--- src/rtl/fifo_pkg.sv ---
// Shared constants and helpers for the FIFO read-side packer.
// Holds the default geometry, the counter width helper and the lane-keep mask builder.
package fifo_pkg;

   localparam int DEF_DSIZE   = 8;
   localparam int DEF_LANES   = 4;
   localparam int DEF_TIMEOUT = 16;

   // Bits needed to hold any value in 0..max_val, never less than one.
   function automatic int cnt_width(input int max_val);
      return (max_val < 2) ? 1 : $clog2(max_val + 1);
   endfunction

   function automatic logic [31:0] keep_mask(input int unsigned cnt);
      return (32'd1 << cnt) - 32'd1;
   endfunction

endpackage

--- src/rtl/fifo_rd_idle_timer.sv ---
// Idle counter for the read packer: requests a flush of a partial word after TIMEOUT quiet edges.
// Only instantiated when FIFO_RD_PACK_TIMEOUT_EN is defined.
module fifo_rd_idle_timer
   import fifo_pkg::*;
#(
   parameter int TIMEOUT = DEF_TIMEOUT
) (
   input  logic rclk,
   input  logic rrst,
   input  logic pop,
   input  logic cnt_zero,
   input  logic out_free,
   output logic flush
);

   localparam int IW = cnt_width(TIMEOUT);

   logic [IW-1:0] idle_q;
   logic [IW-1:0] idle_d;

   assign flush = (idle_q == IW'(TIMEOUT)) && !cnt_zero && out_free;

   // Saturates at TIMEOUT so a flush blocked by backpressure fires as soon as the output frees.
   always_comb begin
      idle_d = idle_q;
      if (pop || cnt_zero || flush) begin
         idle_d = '0;
      end else if (idle_q != IW'(TIMEOUT)) begin
         idle_d = idle_q + 1'b1;
      end
   end

   always_ff @(posedge rclk or posedge rrst) begin
      if (rrst) begin
         idle_q <= '0;
      end else begin
         idle_q <= idle_d;
      end
   end

endmodule

--- src/rtl/fifo_rd_packer.sv ---
// Drains a first-word-fall-through FIFO and packs LANES entries per output word on a valid/ready stream.
// Define FIFO_RD_PACK_TIMEOUT_EN to flush partial words with a keep mask after TIMEOUT idle cycles.
module fifo_rd_packer
   import fifo_pkg::*;
#(
   parameter int DSIZE   = DEF_DSIZE,
   parameter int LANES   = DEF_LANES,
   parameter int TIMEOUT = DEF_TIMEOUT
) (
   input  logic                   rclk,
   input  logic                   rrst,
   input  logic [DSIZE-1:0]       rdata,
   input  logic                   rempty,
   output logic                   rinc,
   output logic [DSIZE*LANES-1:0] m_data,
   output logic [LANES-1:0]       m_keep,
   output logic                   m_valid,
   input  logic                   m_ready,
   output logic                   busy
);

   localparam int CW = cnt_width(LANES - 1);
   localparam logic [CW-1:0] LAST = CW'(LANES - 1);

   logic [DSIZE*LANES-1:0] acc_q, acc_d;
   logic [CW-1:0]          cnt_q, cnt_d;
   logic [DSIZE*LANES-1:0] m_data_q, m_data_d;
   logic [LANES-1:0]       m_keep_q, m_keep_d;
   logic                   m_valid_q, m_valid_d;
   logic                   out_free;
   logic                   flush;

   assign out_free = !m_valid_q || m_ready;
   assign rinc     = !rrst && !rempty && !flush && ((cnt_q != LAST) || out_free);
   assign busy     = (cnt_q != '0) || m_valid_q;
   assign m_data   = m_data_q;
   assign m_keep   = m_keep_q;
   assign m_valid  = m_valid_q;

`ifdef FIFO_RD_PACK_TIMEOUT_EN
   fifo_rd_idle_timer #(
      .TIMEOUT (TIMEOUT)
   ) u_idle_timer (
      .rclk     (rclk),
      .rrst     (rrst),
      .pop      (rinc),
      .cnt_zero (cnt_q == '0),
      .out_free (out_free),
      .flush    (flush)
   );
`else
   logic unused_timeout;
   assign unused_timeout = (TIMEOUT < 1);
   assign flush = 1'b0;
`endif

   // A load at the same edge as a transfer wins, so the output never bubbles at a word boundary.
   always_comb begin
      acc_d     = acc_q;
      cnt_d     = cnt_q;
      m_data_d  = m_data_q;
      m_keep_d  = m_keep_q;
      m_valid_d = m_valid_q;
      if (m_valid_q && m_ready) begin
         m_valid_d = 1'b0;
      end
      if (flush) begin
         m_data_d  = acc_q;
         m_keep_d  = LANES'(keep_mask(32'(cnt_q)));
         m_valid_d = 1'b1;
         cnt_d     = '0;
         acc_d     = '0;
      end else if (rinc) begin
         if (cnt_q == LAST) begin
            m_data_d                           = acc_q;
            m_data_d[(LANES-1)*DSIZE +: DSIZE] = rdata;
            m_keep_d                           = '1;
            m_valid_d                          = 1'b1;
            cnt_d                              = '0;
            acc_d                              = '0;
         end else begin
            acc_d[int'(cnt_q)*DSIZE +: DSIZE] = rdata;
            cnt_d                             = cnt_q + 1'b1;
         end
      end
   end

   always_ff @(posedge rclk or posedge rrst) begin
      if (rrst) begin
         acc_q     <= '0;
         cnt_q     <= '0;
         m_data_q  <= '0;
         m_keep_q  <= '0;
         m_valid_q <= 1'b0;
      end else begin
         acc_q     <= acc_d;
         cnt_q     <= cnt_d;
         m_data_q  <= m_data_d;
         m_keep_q  <= m_keep_d;
         m_valid_q <= m_valid_d;
      end
   end

endmodule

--- config.mk ---
export PLATFORM = sky130hd
export DESIGN_NAME = fifo_rd_packer
export DESIGN_NICKNAME = d
export VERILOG_FILES = /design/src/rtl/fifo_pkg.sv /design/src/rtl/fifo_rd_idle_timer.sv /design/src/rtl/fifo_rd_packer.sv
export SDC_FILE = /design/constraint.sdc
export NUM_CORES = 1
export LEC_CHECK = 0
export CORE_ASPECT_RATIO = 1.25
export CORE_UTILIZATION = 55
export DETAILED_ROUTE_END_ITERATION = 7
export GPL_ROUTABILITY_DRIVEN = 0
export PLACE_DENSITY = 0.85
export SYNTH_ARGS = -nofsm -noshare
export SYNTH_HDL_FRONTEND = slang
export SYNTH_HIERARCHICAL = 1
export SYNTH_SLANG_ARGS = --single-unit
--- constraint.sdc ---
create_clock -name rclk -period 5.1 [get_ports rclk]
set_clock_uncertainty 0.1 [all_clocks]
set_input_delay 0.51 -clock rclk [delete_from_list [all_inputs] [get_ports rclk]]
set_output_delay 0.51 -clock rclk [all_outputs]
set_load 0.02 [all_outputs]
==> run summary, run 1 <==
Implementation status.

- The script computed the net switching share of total power as 0.338.
- The maximum vdd ir drop is approximately 0.25 mV.
- The area of the multi-input gates is 897 um^2.
- The standby leakage power is 0.00154 uW.
- The top-level I/O count is 51.
- The count of input and output buffers is 50.
- The share of the core filled by cells before placement is 0.571.
- The run finished with clean final reports.
- The switching component of the power was reported as a little over 600 uW.
- Counting instances, the worst hold path has a depth of 1.
- The number of cells in Yosys stat is 177.
- The most used flip-flop cell is sky130_fd_sc_hd__dfrtp_1.
- The hold-fix buffer count after cts is 0.
- The detailed-router iteration count before antenna repair is 4.
- The clock-pin slew on the worst setup and hold paths is 0.07 ns.
- For this design, the sink count on the clock tree is 60.
- From synthesis to final layout, the design area changed by 25.8%.
- Setup repair after global routing left no endpoint under its margin.
- The initial antenna violation count came to 0.
- The worst register-to-register path has a setup slack of 2.89 ns.
- The proportion of synthesized flip-flops having asynchronous set or reset is 1.00.
- Hold analysis lists the worst path endpoint as acc_q[21]$_DFFE_PP0P_.
- Per the detail_route report, the via count comes to 1,547.
- The routed layout reports a DRC error count of 0.
- The post-synthesis sequential element count is 60.
- The count of instances resized after the clock tree is built is 0.
- The mapped netlist covers about 2500 um^2.
- Counting instances in the post-synthesis netlist gives the leading cell types as sky130_fd_sc_hd__dfrtp_1 (60), sky130_fd_sc_hd__mux2_2 (41), sky130_fd_sc_hd__a22o_1 (16).
- Based on the critical path, the design can be clocked at up to 0.357 GHz.
- By area the synthesized netlist is led by sky130_fd_sc_hd__dfrtp_1 (59%), sky130_fd_sc_hd__mux2_2 (18%), sky130_fd_sc_hd__a22o_1 (5.5%).
- Once the clock tree was built, the setup fixing pass inserted 0 buffers.
- The via count of the first global-routing pass is between 1,500 and 2,000.
- Yosys reports a chip area of 2530 um^2.
- The first-iteration detailed-routing DRC count is 84.
- The fraction of layout instances using a drive strength above 1 is 0.268.
- The post-synthesis area per instance is 14.3 um^2.
- The end-of-flow timing check tallies setup violations at 0.
- The slew at the pin with the worst max-slew slack is 0.523 ns.
- The count of library flops with an enable pin is 0.
- The instance area after placement is between 3000 and 4000 um^2.
- The part of the cycle the worst path needs is 0.550.
- Adding up every negative setup slack in the final design gives 0 ns.
- The share of synthesized area in the top cell type comes to 0.594.
- The internal power of the cells totals 1200 uW.
- The worst hold slack after final layout is 0.404 ns.
- The CTS tree is yes.
- Measured along the x axis, the die boundary spans 62.6 um.
- The startpoint of the worst register-to-register path is cnt_q[0]$_DFFE_PP0P_.
- The number of cells on the worst reg-to-reg path is 5.
- The maximum buffer depth of the clock tree is 2.
- The net count reported at finish is between 200 and 250.
- Checking hold timing, the worst path is listed with class register to register.
- The largest net degree at the start of global routing is 44.
- Per the summary, power density relative to cell area is 568 nW/um^2.
- The final antenna diode tally reported by the flow is 0.
- Synthesis produced a netlist whose cell count is 177.
-- run 1: worst max path at each step --
stage	startpoint	endpoint	slack [ns]	cells past startpoint
after floorplan	rrst	acc_q[0]$_DFFE_PP0P_	3.01	1
after global placement	rrst	rinc	2.53	5
after detailed placement	rrst	rinc	2.52	5
after CTS	cnt_q[0]$_DFFE_PP0P_	rinc	2.28	5
after global routing	cnt_q[0]$_DFFE_PP0P_	rinc	2.15	5
final	cnt_q[0]$_DFFE_PP0P_	rinc	2.30	5
-- run 1: per-stage QoR --
stage | setup slack, ns | power [uW]
6_report | 2.30 | 1810
5_1_grt | 2.15 | 1900
4_1_cts | 2.28 | 1820
3_5_place_dp | 2.52 | 1440
3_3_place_gp | 2.53 | 1420
2_1_floorplan | 3.01 | 1170
-- run 1: worst max-delay path, stage by stage (launching register included) --
cell and delay [ns]:
sky130_fd_sc_hd__dfrtp_1 0.59, sky130_fd_sc_hd__ha_1 0.45, sky130_fd_sc_hd__nand3b_4 0.13, sky130_fd_sc_hd__nand2_1 0.12, sky130_fd_sc_hd__inv_1 0.05, sky130_fd_sc_hd__clkdlybuf4s50_1 0.53
-- run 1: cell type report --
cell class                 count  area share
clock inverter                 4     0.00747
clock buffer                  12      0.0488
sequential                    60       0.472
timing repair buffer          51       0.160
tap                           58      0.0228
inverter                       6     0.00708
multi-input combinational     98       0.282
-- run 1: cell families (layout without fill, tap and decap cells) --
logic type,Yosys count,in the layout,synth area share
adders and majority gates,5,5,0.0247
muxes,42,42,0.187
AOI/OAI and AO/OA,18,18,0.0643
DFF,60,60,0.594
buffers and inverters,19,73,0.0515
and+or+nand+nor,33,33,0.0792
-- run 1: placed cells by master (no fill, tap or decap), types with 2 or more instances in the layout --
cell type,count
sky130_fd_sc_hd__clkinv_2,3
sky130_fd_sc_hd__clkbuf_8,11
sky130_fd_sc_hd__dfrtp_1,60
sky130_fd_sc_hd__nand3_1,8
sky130_fd_sc_hd__nor2_1,9
sky130_fd_sc_hd__mux2_2,41
sky130_fd_sc_hd__nor3_1,2
sky130_fd_sc_hd__inv_1,5
sky130_fd_sc_hd__nand2_1,3
sky130_fd_sc_hd__a22o_1,16
sky130_fd_sc_hd__ha_1,5
sky130_fd_sc_hd__clkdlybuf4s50_1,50
sky130_fd_sc_hd__nand2b_1,3
-- run 1: layer usage --
| layer | share of wire | vias up |
|---|---|---|
| li1 | - | 726 |
| met1 | 0.44 | 769 |
| met4 | 0.014 | 0 |
| met2 | 0.51 | 45 |
| met5 | 0 | - |
| met3 | 0.038 | 7 |
-- run 1: sequential cells by signal, summed over array words and instances (netlist names) --
| name | cells |
|---|---|
| m_valid | 1 |
| cnt_q | 2 |
| m_data | 32 |
| acc_q | 24 |
| m_keep | 1 |
-- run 1: power groups by stage --
stage | logic (uW) | registers (uW) | clock network, uW
3_5_place_dp | 695 | 744 | 0
5_1_grt | 738 | 759 | 407
3_3_place_gp | 682 | 736 | 0
6_report | 694 | 736 | 376
2_1_floorplan | 331 | 839 | 0
4_1_cts | 699 | 737 | 382
Figure 1. Congestion heat map (run 1).
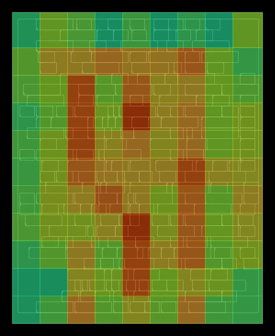
Avg WL per Cell: 16.0 um
met1 Use GR: 0.268
M3 GR Usage: 0.0574
met2 usage: 0.342
aggregate global-route resource usage: 0.212

Figure 2. Logic cells by family (run 1).
Scale bar: 20 um.
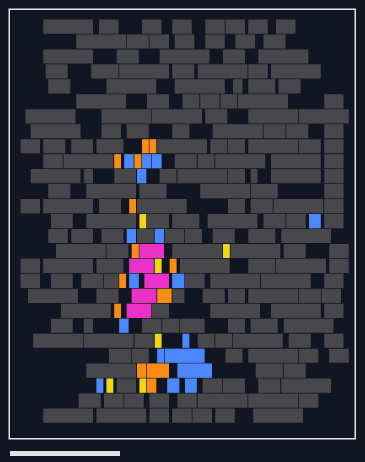
legend:
  orange:
    family: nor cells
    cells: 13
    most_used: nor2_1
  magenta:
    family: fa/ha/maj cells
    cells: 5
    most_used: ha_1
  blue:
    family: nand cells
    cells: 17
    most_used: nand3_1
  yellow:
    family: inv cells
    cells: 6
    most_used: inv_1
most frequent logic cell in the layout: sky130_fd_sc_hd__dfrtp_1
fin cells: 289
fraction of area in multi-input gates: 0.282

Figure 3. Clock wires, drivers and flops (run 1).
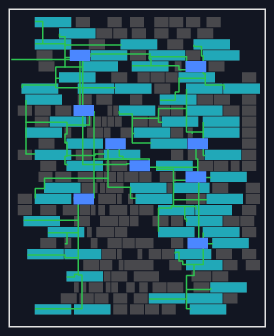
legend:
  blue:
    item: clock-net drivers
    count: 9
  cyan:
    item: flip-flops
    count: 60
  green:
    item: clock wires
    length: 685 um
flops lie: all over the die
P_clk: 376 uW
clock insertion delay at the later pin of the skew report: 0.33 ns
proportion of power drawn by the clock network: 0.208

Figure 4. Signal wires on met3 (run 1).
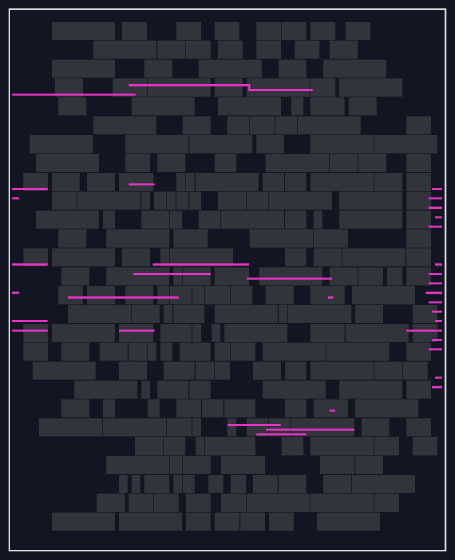

==> run 1 -> run 2 <==
CORE_UTILIZATION = 46   (was 55)
PLACE_DENSITY = 0.75   (was 0.85)
clock period = 2.4 ns   (was 5.1 ns; I/O delays follow)
Figure 5. Signal wires on met3 (run 2).
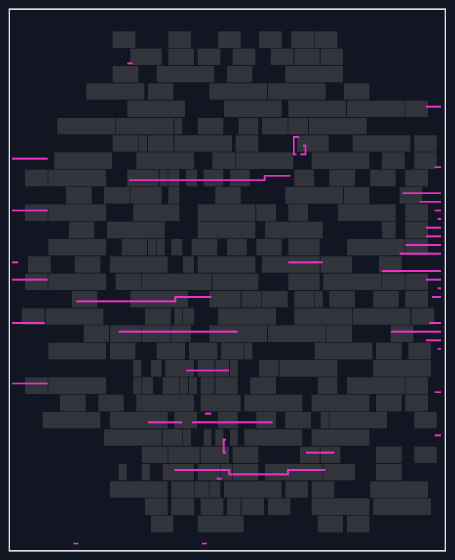
nets with wire on the layer: 35
share of all routed wire: 4.8%

Figure 6. Cells by drive strength (run 2).
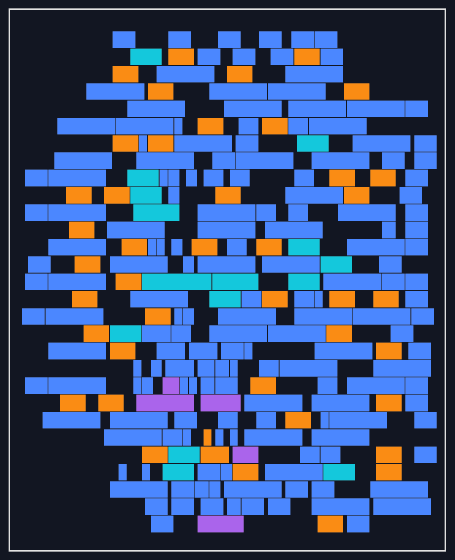
legend:
  orange:
    size: x2
    cells: 43
  blue:
    size: x1 and smaller
    cells: 169
  purple:
    size: x3 and x4
    cells: 5
  cyan:
    size: x6 and larger
    cells: 15
Syn-to-layout area delta: 29.0%
Signal buffers: 53
worst-case setup margin in the final layout: 0.171 ns
cell area after layout: 3260 um^2

Figure 7. Logic cells by family (run 2).
Scale bar: 20 um.
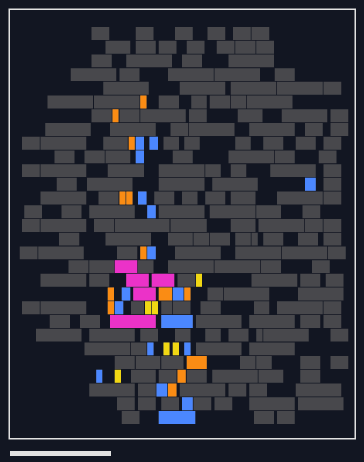
legend:
  magenta:
    family: fa/ha/maj cells
    cells: 5
    most_used: ha_1
  orange:
    family: nor cells
    cells: 13
    most_used: nor2_1
  blue:
    family: nand cells
    cells: 17
    most_used: nand3_1
  yellow:
    family: inv cells
    cells: 6
    most_used: inv_1
    where: south

==> run 2 against run 1 <==
Sequential share of layout area down 1.2 points. Synthesized cell count unchanged. Critical path depth unchanged. Core utilization down 9.0 points. Cell area up 2.6%. Die size up 19%. Sequential power up 110%. Count of clock-buffer cells in the layout up 2. Combinational power up 120%. Sequential cell count unchanged. Worst setup slack worse by 2.1 ns. Critical path type unchanged. Largest cell class unchanged. Largest power group unchanged. Highest routed layer unchanged.
==> run summary, run 2 <==
Implementation status.

- The run finished with clean final reports.
- Per the post-route antenna check, the number of violating nets is 0.
- The clock network fraction of design power is 0.231 (+0.023).
- The fraction of layout instances using a drive strength above 1 is 0.272 (+0.00315).
- The number of cells in Yosys stat is 177 (unchanged).
- The antenna diode count is 0 (unchanged).
- The gate count of the mapped netlist is 177 (unchanged).
- The detailed-router iteration count before antenna repair is 4 (unchanged).
- The category of the critical setup timing path is register to output port.
- The CTS tree is yes.
- The sequential cell area in the final layout is 1500 um^2.
- The total power is 3970 uW (+120%).
- The share of the core filled by cells before placement is 0.487 (-0.0840).
- The library cell used as clock root buffer is sky130_fd_sc_hd__clkbuf_8.
- Fill cells in the final layout number 416.
- The standby leakage power is 0.00156 uW (+1.7%).
- The post-synthesis sequential element count is 60 (unchanged).
- The first-iteration detailed-routing DRC count was 100 (+19%).
- By instance count after routing, the leading logic cell type is sky130_fd_sc_hd__dfrtp_1.
- The synthesized design spends more area on one cell type than any other, namely sky130_fd_sc_hd__dfrtp_1.
- The routed design has 4500 um of wire.
- The post-placement setup slack is 0.340 ns (-2.18 ns).
- The final sum of negative setup slack is 0 ns (unchanged).
- The synthesis report lists the most area-consuming cells as sky130_fd_sc_hd__dfrtp_1 (59%), sky130_fd_sc_hd__mux2_2 (18%), sky130_fd_sc_hd__a22o_1 (5.5%).
- The largest net degree at the start of global routing came to 41 (-6.8%).
- The placed wire-length estimate after detailed placement is 3140 um.
- The part of the cycle the worst path needs is 0.929.
- The top-level I/O count is 51 (unchanged).
- The floorplan has 29 rows.
- The post-synthesis instance area is 2530 um^2 (unchanged).
- Per Yosys stat, the portion of area used by sequential elements is 0.594.
- The peak clock frequency supported by timing is 0.449 GHz.
- The net load switching power came to 1280 uW (+110%).
- The final number of setup-violating endpoints is 0 (unchanged).
- At the worst endpoint, the required time is 2.06 ns.
- In this run the tools logged warnings totalling 30.
- Looking at the reg2reg group, the worst path starts from cnt_q[0]$_DFFE_PP0P_.
- The yosys-reported design area after synthesis is 2530 um^2 (unchanged).
- The number of different library cells used by synthesis comes to 25.
- The count of library flops with an enable pin is 0 (unchanged).
- The count of input and output buffers came to 50 (unchanged).
- The initial antenna violation count was 0 (unchanged).
- The area of the multi-input gates is 910 um^2 (+1.4%).
- Ranked by instance count, the synthesized netlist is headed by sky130_fd_sc_hd__dfrtp_1 (60), sky130_fd_sc_hd__mux2_2 (41), sky130_fd_sc_hd__a22o_1 (16).
- The clock-pin slew on the worst setup and hold paths came to 0.06 ns (about the same).
- The post-synthesis area per instance is 14.3 um^2 (unchanged).
- After layout, the minimum clock period comes to 2.23 ns.
- The proportion of total power due to net switching is 0.321 (-0.0170).
- The via count of the first global-routing pass is 1,516 (+0.40%).
- The path class of the tightest hold or removal check is input pin to async pin.
- The core region is 5190 um^2.
- The total number of vias is 1,572 (+1.6%).
- The total global-route track usage is 0.181 (-0.0307).
- The register share of total power is 0.390.
- The proportion of synthesized flip-flops having asynchronous set or reset is 1.00 (unchanged).
- The number of design rule violations left after detail routing is 0 (unchanged).
- The first global-routing pass estimated 7530 um of wire.
- The flip-flop count of the largest register, all copies and words added is 32 (unchanged).
- In the layout the commonest cells are sky130_fd_sc_hd__dfrtp_1 (60), sky130_fd_sc_hd__clkdlybuf4s50_1 (50), sky130_fd_sc_hd__mux2_2 (41).
- The slew at the pin with the worst max-slew slack is 0.444 ns (-0.0782 ns).
- The power density over the cells came to 1220 nW/um^2 (+110%).
- The mean routed wirelength per cell was 15.3 um (-4.3%).
- Setup repair after global routing left no endpoint under its margin.
- The source-to-sink clock delay at the later pin of the worst-skew pair is 0.33 ns (about the same).
- The routed design shows a via density per instance of ~5.3.
- The maximum vdd ir drop is 0.457 mV (+83%).
- For reference, the critical path is launched at cnt_q[0]$_DFFE_PP0P_.
- For this run the top cell type by instance count after synthesis was sky130_fd_sc_hd__dfrtp_1.
- The most used flip-flop cell is sky130_fd_sc_hd__dfrtp_1.
- The net count reported at finish is 245 (+0.82%).
- The buffer count from post-CTS setup fixing came to 0 (unchanged).
- The worst hold slack after final layout was 0.287 ns (-0.117 ns).
- The design internal power was 2700 uW (+130%).
- The setup slack of the most critical reg-to-reg path is 0.36 ns (-2.53 ns).
- The number of sinks handled by clock tree synthesis is 60 (unchanged).
- The maximum buffer depth of the clock tree is 2 (unchanged).
- The area fraction of the dominant cell type after synthesis was 0.594 (unchanged).
- The hold-fix buffer count after cts was 0 (unchanged).
- The x dimension of the die is 68.3 um (+9.1%).
- The chip area is ~5800 um^2.
run 2: cell counts after synthesis:
No cell type changed its count.
run 2: timing repair:
action | CTS | global route
pin swaps | 0 | 0
gates resized | 1 | 1
setup endpoints to repair | 1 | 1
run 2: area by class of cell:
type	count	share of cell area
multi-input cells	98	0.279
well taps	62	0.0238
clock inverters	1	0.00921
clock buffers	14	0.0529
flip-flops and latches	60	0.460
repair buffers	53	0.168
inverters	6	0.00690
run 2: cells by family after synthesis:
| group | share of synthesized area |
|---|---|
| compound gates | 0.0643 |
| mux | 0.187 |
| fa+ha+maj | 0.0247 |
| flops | 0.594 |
| buf+inv | 0.0515 |
| simple gates | 0.0792 |
run 2: metrics by stage:
step,utilization,instances,cell area (um^2)
2_1_floorplan,-,177,2530
3_3_place_gp,0.587,279,3050
3_5_place_dp,0.587,279,3050
4_1_cts,0.627,294,3250
5_1_grt,0.629,294,3260
6_report,0.629,294,3260
run 2: worst paths after layout:
check	endpoint	cells past startpoint
setup reg to reg	acc_q[1]$_DFFE_PP0P_	5
hold / removal	cnt_q[1]$_DFFE_PP0P_	2
max in group asynchronous	m_data[7]$_DFFE_PP0P_	3
min in group rclk	acc_q[18]$_DFFE_PP0P_	1
setup / recovery	rinc	5
hold reg to reg	acc_q[18]$_DFFE_PP0P_	1
run 2: power by group through the flow:
| stage | combinational, uW | sequential, uW | clock, uW |
|---|---|---|---|
| final | 1510 | 1550 | 916 |
| after global routing | 1630 | 1590 | 1000 |
| after CTS | 1520 | 1550 | 939 |
| after detailed placement | 1510 | 1570 | 0 |
| after global placement | 1490 | 1550 | 0 |
| after floorplan | 703 | 1780 | 0 |
run 2: per-layer routing:
metal  routed length, um  vias to the layer above  track usage
li1                    -                      729            -
met1                2090                      780        0.248
met2                2110                       55        0.244
met3                 213                        8       0.0645
met4                  93                        0        0.106
met5                   0                        -            0
run 2: critical path: stages, from the launching register on:
cell                              delay, ns
sky130_fd_sc_hd__dfrtp_1               0.47
sky130_fd_sc_hd__ha_4                  0.24
sky130_fd_sc_hd__nand3b_4              0.10
sky130_fd_sc_hd__nand2_1               0.09
sky130_fd_sc_hd__inv_1                 0.06
sky130_fd_sc_hd__clkdlybuf4s50_1       0.59
Figure 8. Congestion heat map (run 2).
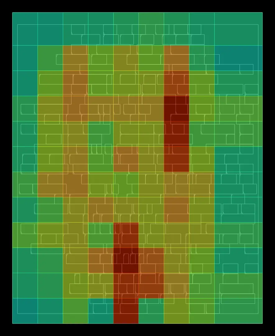

==> run 2 -> run 3 <==
SETUP_SLACK_MARGIN = 0.15   (was unset)
Figure 9. Congestion heat map (run 3).
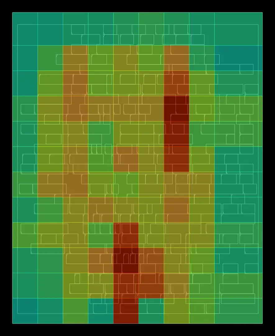
Layout Utilization: 0.629
aggregate global-route resource usage: 0.181
M3 GR Usage: 0.0645

Figure 10. Clock wires, drivers and flops (run 3).
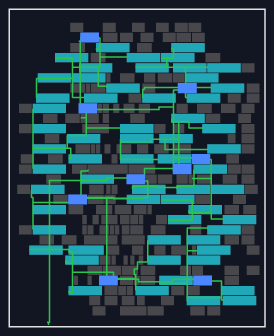
legend:
  blue:
    item: clock-net drivers
    count: 9
  cyan:
    item: flip-flops
    count: 60
  green:
    item: clock wires
    length: 715 um
flops lie: all over the die
routed clock nets: 10
proportion of power drawn by the clock network: 0.231
P_clk: 917 uW

==> run 3 against run 2 <==
Core utilization about the same. Worst hold slack about the same. Die size unchanged. Worst setup slack improved by 0.27 ns. Highest routed layer unchanged. Sequential cell count unchanged. Critical path depth unchanged. Wire length about the same. Combinational power about the same. Critical path type is now register to register.
==> run summary, run 3 <==
Implementation status.

- The run finished with clean final reports.
- The vias per cell is 5.35 (+0.13%).
- The part of the Yosys area used for sequential elements is 0.594 (unchanged).
- The total number of vias is 1,574 (+0.13%).
- The buffer count from post-CTS setup fixing is 0 (unchanged).
- The category of the critical setup timing path is register to register.
- The flip-flop count of the largest register, all copies and words added was 32 (unchanged).
- The class of the worst hold path is input pin to async pin.
- The share of the core filled by cells before placement is 0.487 (unchanged).
- The peak clock frequency supported by timing is 0.512 GHz (+14%).
- The number of distinct library cell variants in the gate-level netlist after synthesis is 25 (unchanged).
- The number of design rule violations left after detail routing was 0 (unchanged).
- The fraction of layout instances using a drive strength above 1 was 0.276 (+0.00431).
- The most critical setup path has its startpoint at cnt_q[0]$_DFFE_PP0P_.
- The worst hold slack after final layout is 0.287 ns (-0.0000790 ns).
- The library cell used as clock root buffer is sky130_fd_sc_hd__clkbuf_8.
- The largest net degree at the start of global routing is 41 (unchanged).
- The count of warning messages emitted by the tools is 30 (unchanged).
- The cell taking the most area after synthesis is sky130_fd_sc_hd__dfrtp_1.
- The gate count of the mapped netlist is 177 (unchanged).
- The source-to-sink clock delay at the later pin of the worst-skew pair came to 0.33 ns (about the same).
- The global-route wire length before repair is 7530 um (unchanged).
- The mean routed wirelength per cell is 15.3 um (about the same).
- The maximum vdd ir drop was 0.457 mV (unchanged).
- sky130_fd_sc_hd__dfrtp_1 is the most common cell in the netlist.
- After synthesis, the cell types taking the most area are sky130_fd_sc_hd__dfrtp_1 (59%), sky130_fd_sc_hd__mux2_2 (18%), sky130_fd_sc_hd__a22o_1 (5.5%).
- The x dimension of the die is 68.3 um (unchanged).
- The first-iteration detailed-routing DRC count is 100 (unchanged).
- The data required time of the worst path is 2.57 ns (+0.51 ns).
- The initial antenna violation count is 0 (unchanged).
- The most used flip-flop cell after synthesis is sky130_fd_sc_hd__dfrtp_1.
- The maximum buffer depth of the clock tree is 2 (unchanged).
- The number of instances in the placed design came to 279 (unchanged).
- The final number of setup-violating endpoints is 0 (unchanged).
- The post-route non-filler standard cell count is 294 (unchanged).
- The count of library flops with an enable pin was 0 (unchanged).
- The detailed-router iteration count before antenna repair is 4 (unchanged).
- The area fraction of the dominant cell type after synthesis is 0.594 (unchanged).
- The yosys-reported design area after synthesis came to 2530 um^2 (unchanged).
- The library cells used most frequently in the layout, excluding fill and tap cells, are sky130_fd_sc_hd__dfrtp_1 (59), sky130_fd_sc_hd__clkdlybuf4s50_1 (48), sky130_fd_sc_hd__mux2_2 (41).
- The final sum of negative setup slack is 0 ns (unchanged).
- The number of sinks handled by clock tree synthesis came to 60 (unchanged).
- The number of cells in Yosys stat is 177 (unchanged).
- The instance area after placement was 3050 um^2 (unchanged).
- The clock-pin slew on the worst setup and hold paths is 0.06 ns (about the same).
- Sorting the synthesized cells by how often they occur yields sky130_fd_sc_hd__dfrtp_1 (60), sky130_fd_sc_hd__mux2_2 (41), sky130_fd_sc_hd__a22o_1 (16).
- The chip area is 5800 um^2 (unchanged).
- The depth of the worst register-to-register path is 5 (unchanged).
- The proportion of synthesized flip-flops having asynchronous set or reset was 1.00 (unchanged).
- The residual antenna-violating net count after detailed routing is 0 (unchanged).
- The end point of the critical path is acc_q[1]$_DFFE_PP0P_.
- TritonCTS built the clock tree.
- The placed wire-length estimate after detailed placement is 3140 um (unchanged).
- The post-synthesis instance area is 2530 um^2 (unchanged).
- The number of core rows is 29 (unchanged).
- The post-synthesis area per instance came to 14.3 um^2 (unchanged).
- The final wirelength was 4500 um (about the same).
- The net count reported at finish is 245 (unchanged).
- The final instance area was 3260 um^2 (about the same).
- The post-synthesis sequential element count is 60 (unchanged).
- The final period demand of the worst path is 1.95 ns (-0.274 ns).
- The placeable core region was 5190 um^2 (unchanged).
- The setup slack of the most critical reg-to-reg path was 0.45 ns (+0.09 ns).
- The via count of the first global-routing pass is 1,519 (+0.20%).
- The relative area change from synthesis to final layout was 29.1% (about the same).
- The part of the cycle the worst path needs is 0.815 (-0.114).
- The antenna diode count is 0 (unchanged).
- The launch point of the worst register-to-register path is recorded as cnt_q[0]$_DFFE_PP0P_.
- The top-level I/O count is 51 (unchanged).
- The hold-fix buffer count after cts is 0 (unchanged).
Figure 11. Signal wires on met3 (run 3).
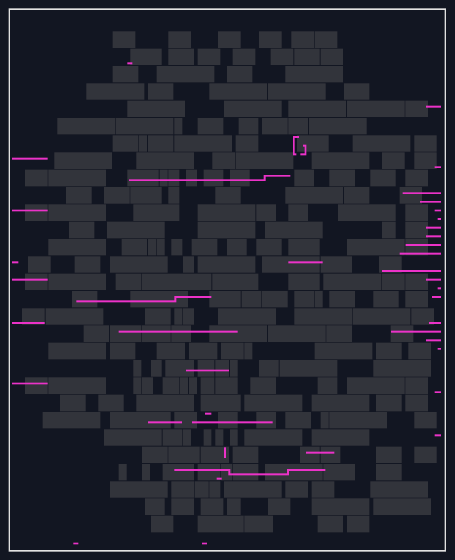
nets with wire on the layer: 35
main direction: horizontal
wire length on this layer: 213 um

## run 3: cell counts after synthesis
Identical to the previous run, type by type.
## run 3: cells by family (layout without fill, tap and decap cells)
| logic type | after synthesis | after routing | share of synthesized area |
|---|---|---|---|
| DFF | 60 | 60 | 0.594 |
| buffers and inverters | 19 | 74 | 0.0515 |
| AOI/OAI and AO/OA | 18 | 18 | 0.0643 |
| muxes | 42 | 42 | 0.187 |
| and+or+nand+nor | 33 | 33 | 0.0792 |
| adders and majority gates | 5 | 5 | 0.0247 |
## run 3: layout make-up
class                      instances  area, um^2
timing repair buffer              53         549
multi-input combinational         98         910
clock buffer                      14         173
sequential                        60        1500
clock inverter                     1        30.0
inverter                           6        22.5
tap                               62        77.6
fill                             416        1920
## run 3: what timing repair did
item / in CTS / in global routing
setup endpoints to repair: 1 / 1
gates resized: 3 / 2
pin swaps: 0 / 0
## run 3: worst min-delay path by stage
stage                             to  slack (ns)             startpoint  cells after the start
2_1_floorplan   acc_q[0]$_DFFE_PP0P_        0.27               rdata[0]                      1
3_3_place_gp   acc_q[22]$_DFFE_PP0P_        0.38  acc_q[22]$_DFFE_PP0P_                      1
3_5_place_dp   acc_q[18]$_DFFE_PP0P_        0.38  acc_q[18]$_DFFE_PP0P_                      1
4_1_cts        acc_q[12]$_DFFE_PP0P_        0.28                   rrst                      2
5_1_grt         cnt_q[1]$_DFFE_PP0P_        0.32                   rrst                      2
6_report        cnt_q[1]$_DFFE_PP0P_        0.29                   rrst                      2
## run 3: critical path, stage by stage, from the launching register on
cell,delay (ns)
sky130_fd_sc_hd__dfrtp_2,0.44
sky130_fd_sc_hd__inv_1,0.11
sky130_fd_sc_hd__ha_1,0.36
sky130_fd_sc_hd__nor3_1,0.27
sky130_fd_sc_hd__and4_1,0.44
sky130_fd_sc_hd__a22o_1,0.18
## run 3: power by group
part | switching [uW] | leakage [uW] | internal [uW]
clock network | 357 | 0.000103 | 560
registers | 198 | 0.000805 | 1350
logic | 720 | 0.000664 | 784
total | 1270 | 0.00157 | 2700
## run 3: metal layers
| layer | wire [um] | global-route usage | up-vias |
|---|---|---|---|
| met5 | 0 | 0 | - |
| met1 | 2090 | 0.248 | 782 |
| met2 | 2110 | 0.245 | 55 |
| met4 | 93 | 0.106 | 0 |
| li1 | - | - | 729 |
| met3 | 212 | 0.0645 | 8 |
## run 3: stage by stage
step                      power (uW)  worst slack [ns]
after detailed placement        3070             0.340
after global placement          3040             0.367
after floorplan                 2490             0.575
after global routing            4220             0.318
final                           3970             0.445
after CTS                       4020             0.153
Power and IR drop assume default switching activity.
